--- config.mk ---
export PLATFORM = sky130hd
export DESIGN_NAME = i3c_i2c_target_responder_flat
export DESIGN_NICKNAME = d
export VERILOG_FILES = /design/src/rtl/i3c_pkg.sv /design/src/rtl/i3c_i2c_target_responder_if.sv /design/src/rtl/i3c_bus_event_detect.sv /design/src/rtl/i3c_i2c_target_responder.sv /design/src/flat_wrapper.sv
export SDC_FILE = /design/constraint.sdc
export NUM_CORES = 1
export LEC_CHECK = 0
export CORE_MARGIN = 5
export CORE_UTILIZATION = 45
export DETAILED_ROUTE_END_ITERATION = 10
export PLACE_DENSITY = 0.72
export SYNTH_ARGS = -nofsm -noshare
export SYNTH_HDL_FRONTEND = slang
export SYNTH_SLANG_ARGS = --single-unit
--- constraint.sdc ---
create_clock -name clk_i -period 1.9 [get_ports clk_i]
set_input_delay 0.38 -clock clk_i [delete_from_list [all_inputs] [get_ports clk_i]]
set_output_delay 0.38 -clock clk_i [all_outputs]
set_load 0.05 [all_outputs]
--- src/rtl/i3c_pkg.sv ---
// Shared types and constants for the legacy-I2C target responder.
// Imported by the interface, the event detector and the top.
package i3c_pkg;
    localparam int I2C_ADDR_WIDTH = 7;

    typedef enum logic [2:0] {
        ST_IDLE,
        ST_ADDR,
        ST_ADDR_ACK,
        ST_RX_BYTE,
        ST_RX_ACK,
        ST_TX_BYTE,
        ST_TX_ACK,
        ST_WAIT_STOP
    } tgt_state_e;
endpackage

--- src/rtl/i3c_i2c_target_responder_if.sv ---
// Bus pins plus RX/TX byte streams and status of the I2C target.
// master = controller/environment side, slave = the target block.
interface i3c_i2c_target_responder_if;
    import i3c_pkg::*;

    logic                      scl_i;
    logic                      sda_i;
    logic                      sda_o;
    logic                      enable_i;
    logic [I2C_ADDR_WIDTH-1:0] target_addr_i;
    logic [7:0]                rx_data_o;
    logic                      rx_valid_o;
    logic                      rx_ready_i;
    logic [7:0]                tx_data_i;
    logic                      tx_valid_i;
    logic                      tx_ready_o;
    logic                      tx_underrun_o;
    logic                      addr_match_o;
    logic                      rnw_o;
    logic                      start_det_o;
    logic                      stop_det_o;
    logic                      busy_o;

    modport master (
        output scl_i, sda_i, enable_i, target_addr_i,
        output rx_ready_i, tx_data_i, tx_valid_i,
        input  sda_o, rx_data_o, rx_valid_o, tx_ready_o,
        input  tx_underrun_o, addr_match_o, rnw_o,
        input  start_det_o, stop_det_o, busy_o
    );

    modport slave (
        input  scl_i, sda_i, enable_i, target_addr_i,
        input  rx_ready_i, tx_data_i, tx_valid_i,
        output sda_o, rx_data_o, rx_valid_o, tx_ready_o,
        output tx_underrun_o, addr_match_o, rnw_o,
        output start_det_o, stop_det_o, busy_o
    );
endinterface

--- src/rtl/i3c_bus_event_detect.sv ---
// Synchronizes SCL/SDA and derives edge, START and STOP events
// by comparing the synchronized value against the previous sample.
module i3c_bus_event_detect #(
    parameter int SyncStages = 2
) (
    input  logic clk_i,
    input  logic rst_i,
    input  logic scl_i,
    input  logic sda_i,
    output logic scl,
    output logic sda,
    output logic scl_rise,
    output logic scl_fall,
    output logic start,
    output logic stop
);
    localparam int Stages = (SyncStages < 2) ? 2 : SyncStages;

    logic [Stages-1:0] scl_sync;
    logic [Stages-1:0] sda_sync;
    logic              scl_q;
    logic              sda_q;

    always_ff @(posedge clk_i) begin
        if (rst_i) begin
            scl_sync <= '1;
            sda_sync <= '1;
            scl_q    <= 1'b1;
            sda_q    <= 1'b1;
        end else begin
            scl_sync <= {scl_sync[Stages-2:0], scl_i};
            sda_sync <= {sda_sync[Stages-2:0], sda_i};
            scl_q    <= scl_sync[Stages-1];
            sda_q    <= sda_sync[Stages-1];
        end
    end

    assign scl      = scl_sync[Stages-1];
    assign sda      = sda_sync[Stages-1];
    assign scl_rise = scl & ~scl_q;
    assign scl_fall = ~scl & scl_q;
    // SCL must be high on both samples so an SCL edge never fakes START/STOP
    assign start    = scl & scl_q & sda_q & ~sda;
    assign stop     = scl & scl_q & ~sda_q & sda;
endmodule

--- src/rtl/i3c_i2c_target_responder.sv ---
// Legacy-I2C target with a 7-bit static address, open-drain SDA,
// write bytes to an RX stream and read bytes from a TX stream.
module i3c_i2c_target_responder
    import i3c_pkg::*;
#(
    parameter int         SyncStages    = 2,
    parameter logic [7:0] DefaultTxByte = 8'hFF
) (
    input  logic                         clk_i,
    input  logic                         rst_i,
    i3c_i2c_target_responder_if.slave    bus
);
    logic ev_scl, ev_sda, ev_rise, ev_fall, ev_start, ev_stop;

    i3c_bus_event_detect #(.SyncStages(SyncStages)) u_evt (
        .clk_i    (clk_i),
        .rst_i    (rst_i),
        .scl_i    (bus.scl_i),
        .sda_i    (bus.sda_i),
        .scl      (ev_scl),
        .sda      (ev_sda),
        .scl_rise (ev_rise),
        .scl_fall (ev_fall),
        .start    (ev_start),
        .stop     (ev_stop)
    );

    tgt_state_e state_q, state_d;
    logic [2:0] bit_cnt_q, bit_cnt_d;
    logic       ack_ph_q, ack_ph_d;
    logic [7:0] shift_q, shift_d;
    logic [7:0] tx_shift_q, tx_shift_d;
    logic       sda_q, sda_d;
    logic       rnw_q, rnw_d;
    logic [7:0] rx_data_q, rx_data_d;
    logic       busy_q, busy_d;
    logic       rx_valid_d, tx_ready_d, underrun_d;
    logic       match_d, start_d, stop_d;
    logic       rx_valid_q, tx_ready_q, underrun_q;
    logic       match_q, start_q, stop_q;

    logic       bit_rise;
    logic [7:0] in_byte;
    logic [7:0] load_byte;

    assign bit_rise  = ev_rise & ev_scl;
    assign in_byte   = {shift_q[6:0], ev_sda};
    assign load_byte = bus.tx_valid_i ? bus.tx_data_i : DefaultTxByte;

    always_ff @(posedge clk_i) begin
        if (rst_i) begin
            state_q    <= ST_IDLE;
            bit_cnt_q  <= '0;
            ack_ph_q   <= 1'b0;
            shift_q    <= '0;
            tx_shift_q <= '0;
            sda_q      <= 1'b1;
            rnw_q      <= 1'b0;
            rx_data_q  <= '0;
            busy_q     <= 1'b0;
            rx_valid_q <= 1'b0;
            tx_ready_q <= 1'b0;
            underrun_q <= 1'b0;
            match_q    <= 1'b0;
            start_q    <= 1'b0;
            stop_q     <= 1'b0;
        end else begin
            state_q    <= state_d;
            bit_cnt_q  <= bit_cnt_d;
            ack_ph_q   <= ack_ph_d;
            shift_q    <= shift_d;
            tx_shift_q <= tx_shift_d;
            sda_q      <= sda_d;
            rnw_q      <= rnw_d;
            rx_data_q  <= rx_data_d;
            busy_q     <= busy_d;
            rx_valid_q <= rx_valid_d;
            tx_ready_q <= tx_ready_d;
            underrun_q <= underrun_d;
            match_q    <= match_d;
            start_q    <= start_d;
            stop_q     <= stop_d;
        end
    end

    always_comb begin
        state_d    = state_q;
        bit_cnt_d  = bit_cnt_q;
        ack_ph_d   = ack_ph_q;
        shift_d    = shift_q;
        tx_shift_d = tx_shift_q;
        sda_d      = sda_q;
        rnw_d      = rnw_q;
        rx_data_d  = rx_data_q;
        busy_d     = busy_q;
        rx_valid_d = 1'b0;
        tx_ready_d = 1'b0;
        underrun_d = 1'b0;
        match_d    = 1'b0;
        start_d    = 1'b0;
        stop_d     = 1'b0;

        if (ev_start) begin
            state_d   = ST_ADDR;
            bit_cnt_d = '0;
            ack_ph_d  = 1'b0;
            sda_d     = 1'b1;
            start_d   = 1'b1;
            busy_d    = 1'b1;
        end else if (ev_stop) begin
            state_d  = ST_IDLE;
            ack_ph_d = 1'b0;
            sda_d    = 1'b1;
            stop_d   = 1'b1;
            busy_d   = 1'b0;
        end else begin
            unique case (state_q)
                ST_IDLE, ST_WAIT_STOP: sda_d = 1'b1;
                ST_ADDR: if (bit_rise) begin
                    shift_d   = in_byte;
                    bit_cnt_d = bit_cnt_q + 3'd1;
                    if (bit_cnt_q == 3'd7) begin
                        bit_cnt_d = '0;
                        if (bus.enable_i &&
                            in_byte[7:1] == bus.target_addr_i) begin
                            state_d = ST_ADDR_ACK;
                            rnw_d   = in_byte[0];
                            match_d = 1'b1;
                        end else begin
                            state_d = ST_WAIT_STOP;
                        end
                    end
                end
                // ack_ph marks that the ACK low is already on the bus
                ST_ADDR_ACK, ST_RX_ACK: if (ev_fall) begin
                    if (!ack_ph_q) begin
                        sda_d    = 1'b0;
                        ack_ph_d = 1'b1;
                    end else begin
                        ack_ph_d  = 1'b0;
                        sda_d     = 1'b1;
                        bit_cnt_d = '0;
                        if (state_q == ST_RX_ACK || !rnw_q) begin
                            state_d = ST_RX_BYTE;
                        end else begin
                            state_d    = ST_TX_BYTE;
                            tx_shift_d = load_byte;
                            tx_ready_d = bus.tx_valid_i;
                            underrun_d = ~bus.tx_valid_i;
                            sda_d      = load_byte[7];
                        end
                    end
                end
                ST_RX_BYTE: if (bit_rise) begin
                    shift_d   = in_byte;
                    bit_cnt_d = bit_cnt_q + 3'd1;
                    if (bit_cnt_q == 3'd7) begin
                        bit_cnt_d = '0;
                        if (bus.rx_ready_i) begin
                            rx_data_d  = in_byte;
                            rx_valid_d = 1'b1;
                            state_d    = ST_RX_ACK;
                        end else begin
                            state_d = ST_WAIT_STOP;
                        end
                    end
                end
                // here ack_ph means the loaded MSB still awaits its SCL fall
                ST_TX_BYTE: if (ev_fall) begin
                    if (ack_ph_q) begin
                        sda_d    = tx_shift_q[7];
                        ack_ph_d = 1'b0;
                    end else if (bit_cnt_q == 3'd7) begin
                        sda_d     = 1'b1;
                        bit_cnt_d = '0;
                        state_d   = ST_TX_ACK;
                    end else begin
                        sda_d      = tx_shift_q[6];
                        tx_shift_d = {tx_shift_q[6:0], 1'b1};
                        bit_cnt_d  = bit_cnt_q + 3'd1;
                    end
                end
                ST_TX_ACK: if (bit_rise) begin
                    if (!ev_sda) begin
                        state_d    = ST_TX_BYTE;
                        bit_cnt_d  = '0;
                        ack_ph_d   = 1'b1;
                        tx_shift_d = load_byte;
                        tx_ready_d = bus.tx_valid_i;
                        underrun_d = ~bus.tx_valid_i;
                    end else begin
                        state_d = ST_WAIT_STOP;
                    end
                end
                default: state_d = ST_IDLE;
            endcase
        end
    end

    assign bus.sda_o         = sda_q;
    assign bus.rnw_o         = rnw_q;
    assign bus.rx_data_o     = rx_data_q;
    assign bus.rx_valid_o    = rx_valid_q;
    assign bus.tx_ready_o    = tx_ready_q;
    assign bus.tx_underrun_o = underrun_q;
    assign bus.addr_match_o  = match_q;
    assign bus.start_det_o   = start_q;
    assign bus.stop_det_o    = stop_q;
    assign bus.busy_o        = busy_q;
endmodule

--- src/flat_wrapper.sv ---
// flat-port wrapper written by rule: the top's interface ports become plain ports
module i3c_i2c_target_responder_flat import i3c_pkg::*;
#(
    parameter int         SyncStages    = 2,
    parameter logic [7:0] DefaultTxByte = 8'hFF
)
  (clk_i, rst_i, bus_scl_i, bus_sda_i, bus_enable_i, bus_target_addr_i, bus_rx_ready_i, bus_tx_data_i, bus_tx_valid_i, bus_sda_o, bus_rx_data_o, bus_rx_valid_o, bus_tx_ready_o, bus_tx_underrun_o, bus_addr_match_o, bus_rnw_o, bus_start_det_o, bus_stop_det_o, bus_busy_o);
  i3c_i2c_target_responder_if bus_i ();
  input  logic clk_i;
  input  logic rst_i;
  input wire logic [$bits(bus_i.scl_i)-1:0] bus_scl_i;
  input wire logic [$bits(bus_i.sda_i)-1:0] bus_sda_i;
  input wire logic [$bits(bus_i.enable_i)-1:0] bus_enable_i;
  input wire logic [$bits(bus_i.target_addr_i)-1:0] bus_target_addr_i;
  input wire logic [$bits(bus_i.rx_ready_i)-1:0] bus_rx_ready_i;
  input wire logic [$bits(bus_i.tx_data_i)-1:0] bus_tx_data_i;
  input wire logic [$bits(bus_i.tx_valid_i)-1:0] bus_tx_valid_i;
  output wire logic [$bits(bus_i.sda_o)-1:0] bus_sda_o;
  output wire logic [$bits(bus_i.rx_data_o)-1:0] bus_rx_data_o;
  output wire logic [$bits(bus_i.rx_valid_o)-1:0] bus_rx_valid_o;
  output wire logic [$bits(bus_i.tx_ready_o)-1:0] bus_tx_ready_o;
  output wire logic [$bits(bus_i.tx_underrun_o)-1:0] bus_tx_underrun_o;
  output wire logic [$bits(bus_i.addr_match_o)-1:0] bus_addr_match_o;
  output wire logic [$bits(bus_i.rnw_o)-1:0] bus_rnw_o;
  output wire logic [$bits(bus_i.start_det_o)-1:0] bus_start_det_o;
  output wire logic [$bits(bus_i.stop_det_o)-1:0] bus_stop_det_o;
  output wire logic [$bits(bus_i.busy_o)-1:0] bus_busy_o;
  assign bus_i.scl_i = bus_scl_i;
  assign bus_i.sda_i = bus_sda_i;
  assign bus_i.enable_i = bus_enable_i;
  assign bus_i.target_addr_i = bus_target_addr_i;
  assign bus_i.rx_ready_i = bus_rx_ready_i;
  assign bus_i.tx_data_i = bus_tx_data_i;
  assign bus_i.tx_valid_i = bus_tx_valid_i;
  assign bus_sda_o = bus_i.sda_o;
  assign bus_rx_data_o = bus_i.rx_data_o;
  assign bus_rx_valid_o = bus_i.rx_valid_o;
  assign bus_tx_ready_o = bus_i.tx_ready_o;
  assign bus_tx_underrun_o = bus_i.tx_underrun_o;
  assign bus_addr_match_o = bus_i.addr_match_o;
  assign bus_rnw_o = bus_i.rnw_o;
  assign bus_start_det_o = bus_i.start_det_o;
  assign bus_stop_det_o = bus_i.stop_det_o;
  assign bus_busy_o = bus_i.busy_o;
  i3c_i2c_target_responder #(.SyncStages(SyncStages), .DefaultTxByte(DefaultTxByte)) u_core (.clk_i(clk_i), .rst_i(rst_i), .bus(bus_i));
endmodule
placed.png
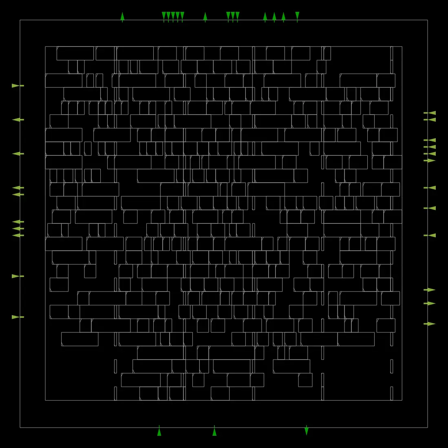
count of standard-cell rows: 26
number of non-filler instances in the completed layout: 415
tapcell count: 70
Filler cells: 486

==> impl_results.rst <==
Physical design figures
=======================

.. list-table::
   :header-rows: 1

   * - Metric
     - Value
   * - CTS HTree Levels
     - 2
   * - Post-CTS clock slew at the launch and capture registers of the worst setup and hold paths
     - 0.08 ns
   * - Number of synthesized register bits
     - 45
   * - Post-route clock skew
     - 0.008546 ns
   * - Count of input and output buffers
     - 38
   * - Synthesized netlist cell count
     - 281
   * - Buf/Inv on CP
     - 1
   * - Post-route antenna net violation count
     - 0
   * - Worst path top cell family by delay
     - buffers and inverters
   * - Post-Synth Simple-Gate Area
     - 25.42%
   * - Most common flop cell mapped by yosys
     - sky130_fd_sc_hd__dfxtp_1
   * - PnR Total Power
     - 2.404 mW
   * - Total power per unit cell area
     - 776.8 mW/mm²
   * - Required time of the worst setup path
     - 1.52 ns
   * - Unrepaired setup endpoints after global routing
     - no
   * - Die x size
     - 81.47 µm
   * - Total instance count after detailed placement
     - 406
   * - Slew Viols, Final
     - 0
   * - CP Max Fanout
     - 2
   * - Comb area leader
     - simple AND/OR/NAND/NOR gates
   * - OpenROAD warning count
     - 27
   * - Rel. slew slack
     - 66.12%
   * - Placed instance area
     - 0.002948 mm²
   * - Number of cells in Yosys stat
     - 281
   * - Crit start category
     - flip-flop
   * - Most numerous logic cells after layout
     - sky130_fd_sc_hd__buf_4, sky130_fd_sc_hd__nand2_1, sky130_fd_sc_hd__dfxtp_1
   * - Share of the synthesized area in the top cell type
     - 39.19%
   * - Clock Path Buffers
     - 2
   * - Dpl hpwl
     - 4230 µm
   * - Number of enable-type register cells in the synthesized netlist
     - 0
   * - Mean post-synth cell area
     - 8.180 µm²
   * - Maximum frequency from static timing analysis
     - 544.6 MHz
   * - IR drop worst, VDD
     - 360.1 µV
   * - Fraction of synthesized area in multiplexers
     - 4.355%
   * - Type of the worst setup path
     - flip-flop to output pin
   * - Final critical delay including setup and external delays
     - 1.836 ns
   * - Worst skew pair latency
     - 0.31 ns
   * - Worst setup EP type
     - output pin
   * - Adder and majority gate portion of the synthesized area
     - 1.960%
   * - Synth Area in XOR/XNOR
     - 3.430%
   * - Via count of the routed design
     - 2197
   * - Worst hold-check path type
     - flip-flop to flip-flop
   * - Top-level port count
     - 39
   * - Synthesized chip area reported by yosys
     - 0.002298 mm²
   * - Diode insertion count for antenna repair
     - 0
   * - Async S/R FF share, synth
     - 0%
   * - LEAKAGE
     - 1.190 nW
   * - Number of antenna violations at the first check in global routing
     - 0
   * - Per-cell routed wire length
     - 14.17 µm
   * - Slew at the pin with the worst max-slew slack
     - 0.5066 ns
   * - Share of layout cells above drive strength 1
     - 21.45%
   * - Pin count of the biggest net entering global routing
     - 40
   * - Worst-path cell with the longest stage delay
     - sky130_fd_sc_hd__clkdlybuf4s50_1
   * - Cell accounting for the most synthesized area
     - sky130_fd_sc_hd__dfxtp_1
   * - Total of warnings raised by yosys
     - 0
   * - Drt via density
     - 5.294
   * - Final Net Count
     - 368
   * - Post-Syn Area
     - 0.002298 mm²
   * - Status
     - completed
   * - Worst setup slack before clock tree synthesis
     - -0.1068 ns
   * - Crit path DAT
     - 1.46 ns
   * - Layout Cell Area excl Fill
     - 0.003095 mm²
   * - Layout overhead on the synthesized area
     - 34.68%
   * - Die height
     - 81.47 µm
   * - Ordered list of cells on the worst path
     - clkdlybuf4s50_1
   * - Synth Area in Compound Gates
     - 20.69%
   * - Number of global-route vias before repair
     - 2062
   * - Setup-failing EPs final
     - 0
   * - Violation tally from detailed-route iteration zero
     - 92
   * - Most instantiated logic cell after routing
     - sky130_fd_sc_hd__buf_4
   * - Max incr delay on CP
     - 0.81 ns
   * - Fraction of the cycle the final worst path needs
     - 96.65%
   * - Master cell of the clock root buffer
     - sky130_fd_sc_hd__clkbuf_8
   * - Minimum setup slack in the final design
     - 0.06372 ns
   * - CTS tree
     - yes
   * - Final-layout worst hold slack
     - 0.4162 ns
   * - Post-CTS Hold Buffers
     - 0
   * - Sequential area share after synthesis
     - 39.19%
   * - Count of distinct cell types in the synthesized netlist
     - 47
util_map.png
(4 px per µm) The die is cut into 8 by 8 equal tiles; dark blue is low, red is high, 0 to 100% covered.
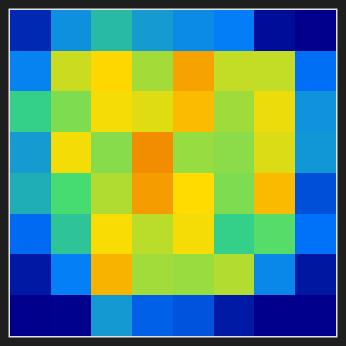
nearly empty tiles: 7.8%
tiles over 75% full: 13%
mean over tiles: 45%
fullest tile: 84%
densest ninth of the die: middle
Util after Layout: 61.39%
Core ar.: 0.005042 mm²
starting utilization of the core area: 45.58%

final cells by class:
class,count,area [µm²],area share [%]
multi-input cells,212,1329,42.93
repair buffers,75,658.1,21.26
clock buffers,5,68.82,2.223
flip-flops and latches,45,908.4,29.35
well taps,70,87.58,2.829
clock inverters,3,25.02,0.8084
inverters,5,18.77,0.6063
power by group:
group | switching [mW] | internal, mW | total (mW)
logic | 0.366 | 0.357 | 0.723
registers | 0.0578 | 1.01 | 1.06
clock network | 0.350 | 0.268 | 0.618
worst reg2reg max path: stages, from the launching register on:
cell                      delay [ns]
sky130_fd_sc_hd__dfxtp_1        0.37
sky130_fd_sc_hd__buf_4          0.19
sky130_fd_sc_hd__xor2_1         0.17
sky130_fd_sc_hd__a221o_2        0.45
sky130_fd_sc_hd__or3_1          0.40
sky130_fd_sc_hd__a21oi_1        0.16
path summary, 6_finish.rpt:
kind,to,cells after the start,slack (ns),start
worst min-delay path,u_core.u_evt.sda_sync[1]$_SDFF_PP1_,1,0.42,u_core.u_evt.sda_sync[0]$_SDFF_PP1_
worst min register to register,u_core.u_evt.sda_sync[1]$_SDFF_PP1_,1,0.42,u_core.u_evt.sda_sync[0]$_SDFF_PP1_
worst max register to register,u_core.tx_shift_q[6]$_SDFFE_PP0P_,5,0.10,u_core.state_q[2]$_SDFFE_PP0P_
worst max-delay path,bus_rx_data_o[2],1,0.06,u_core.bus.rx_data_o[2]$_SDFFE_PP0P_
Yosys cell counts (2+ instances only):
library cell,number
sky130_fd_sc_hd__dfxtp_1,45
sky130_fd_sc_hd__nand2_1,40
sky130_fd_sc_hd__a21oi_1,29
sky130_fd_sc_hd__o21ai_0,16
sky130_fd_sc_hd__nand2b_1,12
sky130_fd_sc_hd__nor2_1,12
sky130_fd_sc_hd__clkbuf_1,11
sky130_fd_sc_hd__mux2i_1,10
sky130_fd_sc_hd__or2_2,8
sky130_fd_sc_hd__xnor2_1,8
sky130_fd_sc_hd__or3_1,7
sky130_fd_sc_hd__nor2b_1,6
sky130_fd_sc_hd__o211ai_1,6
sky130_fd_sc_hd__inv_1,5
sky130_fd_sc_hd__nor3_1,5
sky130_fd_sc_hd__o21a_1,5
sky130_fd_sc_hd__buf_2,4
sky130_fd_sc_hd__nand3_1,4
sky130_fd_sc_hd__nand4_1,4
sky130_fd_sc_hd__buf_4,3
sky130_fd_sc_hd__nand3b_1,3
sky130_fd_sc_hd__o22ai_1,3
sky130_fd_sc_hd__or4_1,3
sky130_fd_sc_hd__a211oi_1,2
sky130_fd_sc_hd__a21o_1,2
sky130_fd_sc_hd__a22oi_1,2
sky130_fd_sc_hd__and3b_1,2
sky130_fd_sc_hd__ha_1,2
sky130_fd_sc_hd__maj3_1,2
sky130_fd_sc_hd__nand4b_1,2
sky130_fd_sc_hd__o21ai_1,2
layer usage:
layer  wire, µm  vias to the layer above  track usage [%]
li1           -                     1117                -
met3        293                        9            4.276
met2       2731                       56            29.80
met4         75                        0            5.236
met1       2779                     1015            24.63
met5          0                        -                0
what timing repair did:
| item | CTS | global route |
|---|---|---|
| gates resized | 4 | 10 |
| buffers inserted | 0 | 1 |
| pin swaps | 0 | 2 |
| setup endpoints to repair | 9 | 15 |
Power figures rest on the tool's default switching activity, not on a simulated workload.
